Supply network:
Bar = 10 um. Pins as bars on the die edge. Tap cells in gray.
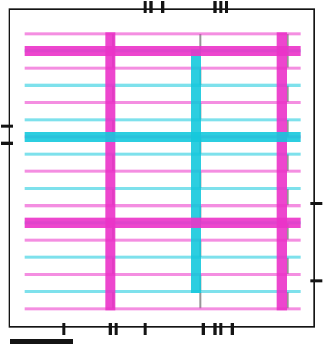
Placed cells, one color a class:
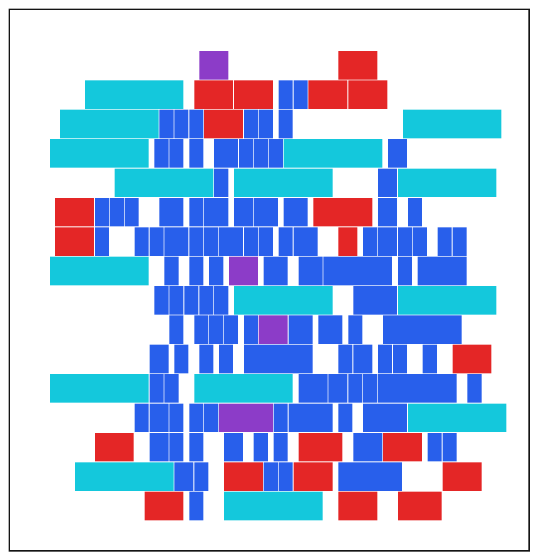
==> config.mk <==
export PLATFORM = sky130hd
export DESIGN_NAME = decoder_1hot_3to8_seq
export DESIGN_NICKNAME = d
export VERILOG_FILES = /design/src/rtl/decoder_pkg.sv /design/src/rtl/decoder_3to8_comb.sv /design/src/rtl/decoder_1hot_3to8_seq.sv
export SDC_FILE = /design/constraint.sdc
export NUM_CORES = 1
export LEC_CHECK = 0
export ABC_AREA = 1
export CORE_AREA = 2 2 46 48
export DETAILED_ROUTE_END_ITERATION = 6
export DIE_AREA = 0 0 48 50
export GPL_TIMING_DRIVEN = 0
export PLACE_DENSITY = 0.88
export SETUP_SLACK_MARGIN = 0.02
export SLEW_MARGIN = 30
export SYNTH_ARGS = -nofsm -noshare
export SYNTH_HDL_FRONTEND = slang
export SYNTH_HIERARCHICAL = 1
export SYNTH_SLANG_ARGS = --single-unit
==> constraint.sdc <==
create_clock -name clk -period 4.1 [get_ports clk]
set_clock_uncertainty 0.15 [all_clocks]
set_input_delay 0.82 -clock clk [delete_from_list [all_inputs] [get_ports clk]]
set_output_delay 0.82 -clock clk [all_outputs]
set_load 0.05 [all_outputs]
==> src/rtl/decoder_pkg.sv <==
// Shared types and sizing helpers for the sequential 3-to-8 one-hot decoder.
package decoder_pkg;

    localparam int unsigned ONEHOT_W = 8;
    localparam int unsigned CODE_W   = 3;

    typedef enum logic {
        IDLE,
        DRIVE
    } state_t;

    // Hold counter width; a single bit is kept even when HOLD_CYCLES <= 2.
    function automatic int unsigned cnt_width(input int unsigned hold);
        int unsigned w;
        w = $clog2(hold);
        return (w < 1) ? 1 : w;
    endfunction

endpackage

==> src/rtl/decoder_3to8_comb.sv <==
// Purely combinational 3-bit binary to 8-bit one-hot map.
module decoder_3to8_comb
    import decoder_pkg::*;
(
    input  logic [CODE_W-1:0]   code,
    output logic [ONEHOT_W-1:0] onehot
);

    always_comb begin
        onehot       = '0;
        onehot[code] = 1'b1;
    end

endmodule

==> src/rtl/decoder_1hot_3to8_seq.sv <==
// Sequential 3-to-8 one-hot decoder: drives each accepted code for HOLD_CYCLES
// cycles, with a one-entry pending buffer for gap-free back-to-back transfers.
module decoder_1hot_3to8_seq
    import decoder_pkg::*;
#(
    parameter int unsigned HOLD_CYCLES = 4
) (
    input  logic                clk,
    input  logic                reset_n,
    input  logic [CODE_W-1:0]   decoder_in,
    input  logic                decoder_in_valid,
    output logic                decoder_in_ready,
    input  logic                flush,
    output logic [ONEHOT_W-1:0] decoder_out,
    output logic                decoder_out_active,
    output logic                pending
);

    localparam int unsigned      CNT_W  = cnt_width(HOLD_CYCLES);
    localparam logic [CNT_W-1:0] RELOAD = CNT_W'(HOLD_CYCLES - 1);

    state_t              state;
    logic [CNT_W-1:0]    cnt;
    logic [CODE_W-1:0]   pend_code;
    logic [CODE_W-1:0]   load_code;
    logic [ONEHOT_W-1:0] load_onehot;
    logic                accept;

    assign decoder_in_ready = !pending && !flush;
    assign accept           = decoder_in_valid && decoder_in_ready;

    // A waiting pending code always wins over the input; ready is low then anyway.
    assign load_code = pending ? pend_code : decoder_in;

    decoder_3to8_comb u_map (
        .code   (load_code),
        .onehot (load_onehot)
    );

    always_ff @(posedge clk or negedge reset_n) begin
        if (!reset_n) begin
            state              <= IDLE;
            cnt                <= '0;
            pend_code          <= '0;
            pending            <= 1'b0;
            decoder_out        <= '0;
            decoder_out_active <= 1'b0;
        end else if (flush) begin
            state              <= IDLE;
            cnt                <= '0;
            pending            <= 1'b0;
            decoder_out        <= '0;
            decoder_out_active <= 1'b0;
        end else begin
            case (state)
                IDLE: begin
                    if (accept) begin
                        state              <= DRIVE;
                        cnt                <= RELOAD;
                        decoder_out        <= load_onehot;
                        decoder_out_active <= 1'b1;
                    end
                end
                DRIVE: begin
                    if (cnt != '0) begin
                        cnt <= cnt - 1'b1;
                        if (accept) begin
                            pending   <= 1'b1;
                            pend_code <= decoder_in;
                        end
                    end else if (pending || accept) begin
                        cnt         <= RELOAD;
                        pending     <= 1'b0;
                        decoder_out <= load_onehot;
                    end else begin
                        state              <= IDLE;
                        decoder_out        <= '0;
                        decoder_out_active <= 1'b0;
                    end
                end
                default: begin
                    state              <= IDLE;
                    decoder_out        <= '0;
                    decoder_out_active <= 1'b0;
                end
            endcase
        end
    end

endmodule

==> impl_metrics.csv <==
group,metric,value,unit
outcome,status,"finished, final reports clean",
setup_path,required,3.13,ns
clock_network,cts_max_level,1,
clock_network,clkLatencyLatePin,0.29,ns
die,core_area,1902,sq um
clock_network,cts_tree,"built",
clock_network,clk_pin_slew,0.10,ns
clock_network,ctsHoldBuffers,0,
setup_path,cp-end-kind,"primary output",
synthesis,ys_ff,16,
die,rows,16,
detailed_routing,drt_iter0_markers,47,
layout,top_register,"decoder_out",
layout,mostFrequentLayoutCell,"nand2_1",
detailed_routing,drc,0,
global_routing,grt_start_max_net_pins,17,
synthesis,async_flop_share,100.0,%
sta,fin_ws,1.257,ns
sta,slew_headroom,50.20,%
detailed_routing,vias_per_cell,4.983,
job,warning_count,26,
power_and_ir_drop,power_density,391.5,nW/um^2
setup_path,path_class,"in -> out",
die,dieHeight,50,um
global_routing,overflow,0,
detailed_routing,drt_pass1_iterations,4,
min_path,hold_depth,2,
synthesis,synth.distinct_cells,21,
sta,finalHoldViolCount,0,
detailed_routing,num_vias,887,
setup_path,start_kind,"primary input",
sta,min_period,2.843,ns
die,die_x,48,um
sta,min_period_over_period,69.33,%
layout,layout.cells.non_filler,178,
setup_path,critical_path.slowest_cell,"clkdlybuf4s50_1",
global_routing,top_usage_layer,"met2",
clock_network,clock_sinks,16,
place,pre_cts_ws,1.254,ns
place,gp_congestion,0.8629,
global_routing,grtUsageMet2,36.44,%
sta,worstMarginPinSlew,0.7446,ns
global_routing,grt_pass1_wl,3657,um
setup_path,arrival,1.87,ns
global_routing,antenna_found_initial,0,
clock_network,cts_buffer_depth,2,
setup_path,worstRegToRegCells,8,
synthesis,edf_count,0,
synthesis,synth_stat.cells,131,
detailed_routing,antenna_left,0,
layout,final_cell_mix,"nand2_1, inv_1, nor2_1",
power_and_ir_drop,power_leakage,0.6355,nW
setup_path,crit_cells,3,
detailed_routing,wl_met3,54,um
detailed_routing,highest_layer,"met4",
clock_network,cts_made_buffers,3,
layout,largest_register_ff_count,8,
-- 'supply network' (at the start) --
Key: cyan = VDD; magenta = VSS
27 tap cells. 3 straps on met5. 3 straps on met4. 17 met1 rails follow the rows.

-- 'placed cells, one color a class' (at the start) --
Key: blue = remaining logic cells [cells 111, share of their area 47%]; purple = clock drivers and dummy loads [cells 4, share of their area 3.0%]; cyan = registers [cells 16, share of their area 33%]; red = remaining buffers and delay cells [cells 20, share of their area 17%]

where the power goes:
part | leakage [nW] | switching [mW] | internal, mW
clock network | 0.0210 | 0.0540 | 0.0542
registers | 0.212 | 0.0175 | 0.184
logic | 0.402 | 0.116 | 0.0622
total | 0.636 | 0.187 | 0.301
cell type report:
type / count / area (sq um)
Sequential cell: 16 / 400.4
Buffer: 4 / 42.54
Multi-Input combinational cell: 90 / 494.2
Fill cell: 156 / 655.6
Inverter: 21 / 78.83
Tap cell: 27 / 33.78
Clock buffer: 4 / 36.28
Timing Repair Buffer: 16 / 160.2
metrics by stage:
stage | hold WS, ns | util, %
final | 0.3400 | 65.53
after global routing | 0.3636 | 65.53
after CTS | 0.3429 | 65.53
after detailed placement | 0.3181 | 63.62
after global placement | 0.3039 | 63.62
after floorplan | 0.2919 | -
worst paths after layout:
check,startpoint,to,slack [ns]
setup / recovery,flush,decoder_in_ready,1.26
hold / removal,decoder_out_active,decoder_out_active,0.34
setup reg to reg,pending,decoder_out[1],2.44
hold reg to reg,decoder_out_active,decoder_out_active,0.34
max in group asynchronous,reset_n,decoder_out[2],2.53
min in group asynchronous,reset_n,pending,0.80
cell usage after synthesis, types with 3 or more instances:
| library cell | instances | area, sq um |
|---|---|---|
| nand2_1 | 38 | 142.6 |
| inv_1 | 17 | 63.81 |
| nor2_1 | 17 | 63.81 |
| dfrtp_1 | 16 | 400.4 |
| nand4_1 | 8 | 50.05 |
| o21ai_1 | 7 | 35.03 |
| inv_2 | 4 | 15.01 |
| nand2_2 | 3 | 18.77 |
| nand3_1 | 3 | 15.01 |
logic make-up (layout without fill, tap and decap cells):
logic type	Yosys count	in the layout	synth area share, %
adders and majority gates	1	1	1.231
buffers and inverters	25	45	11.94
AOI/OAI and AO/OA	12	12	7.512
DFF	16	16	39.41
and+or+nand+nor	77	77	39.90
Power and IR drop assume default switching activity.
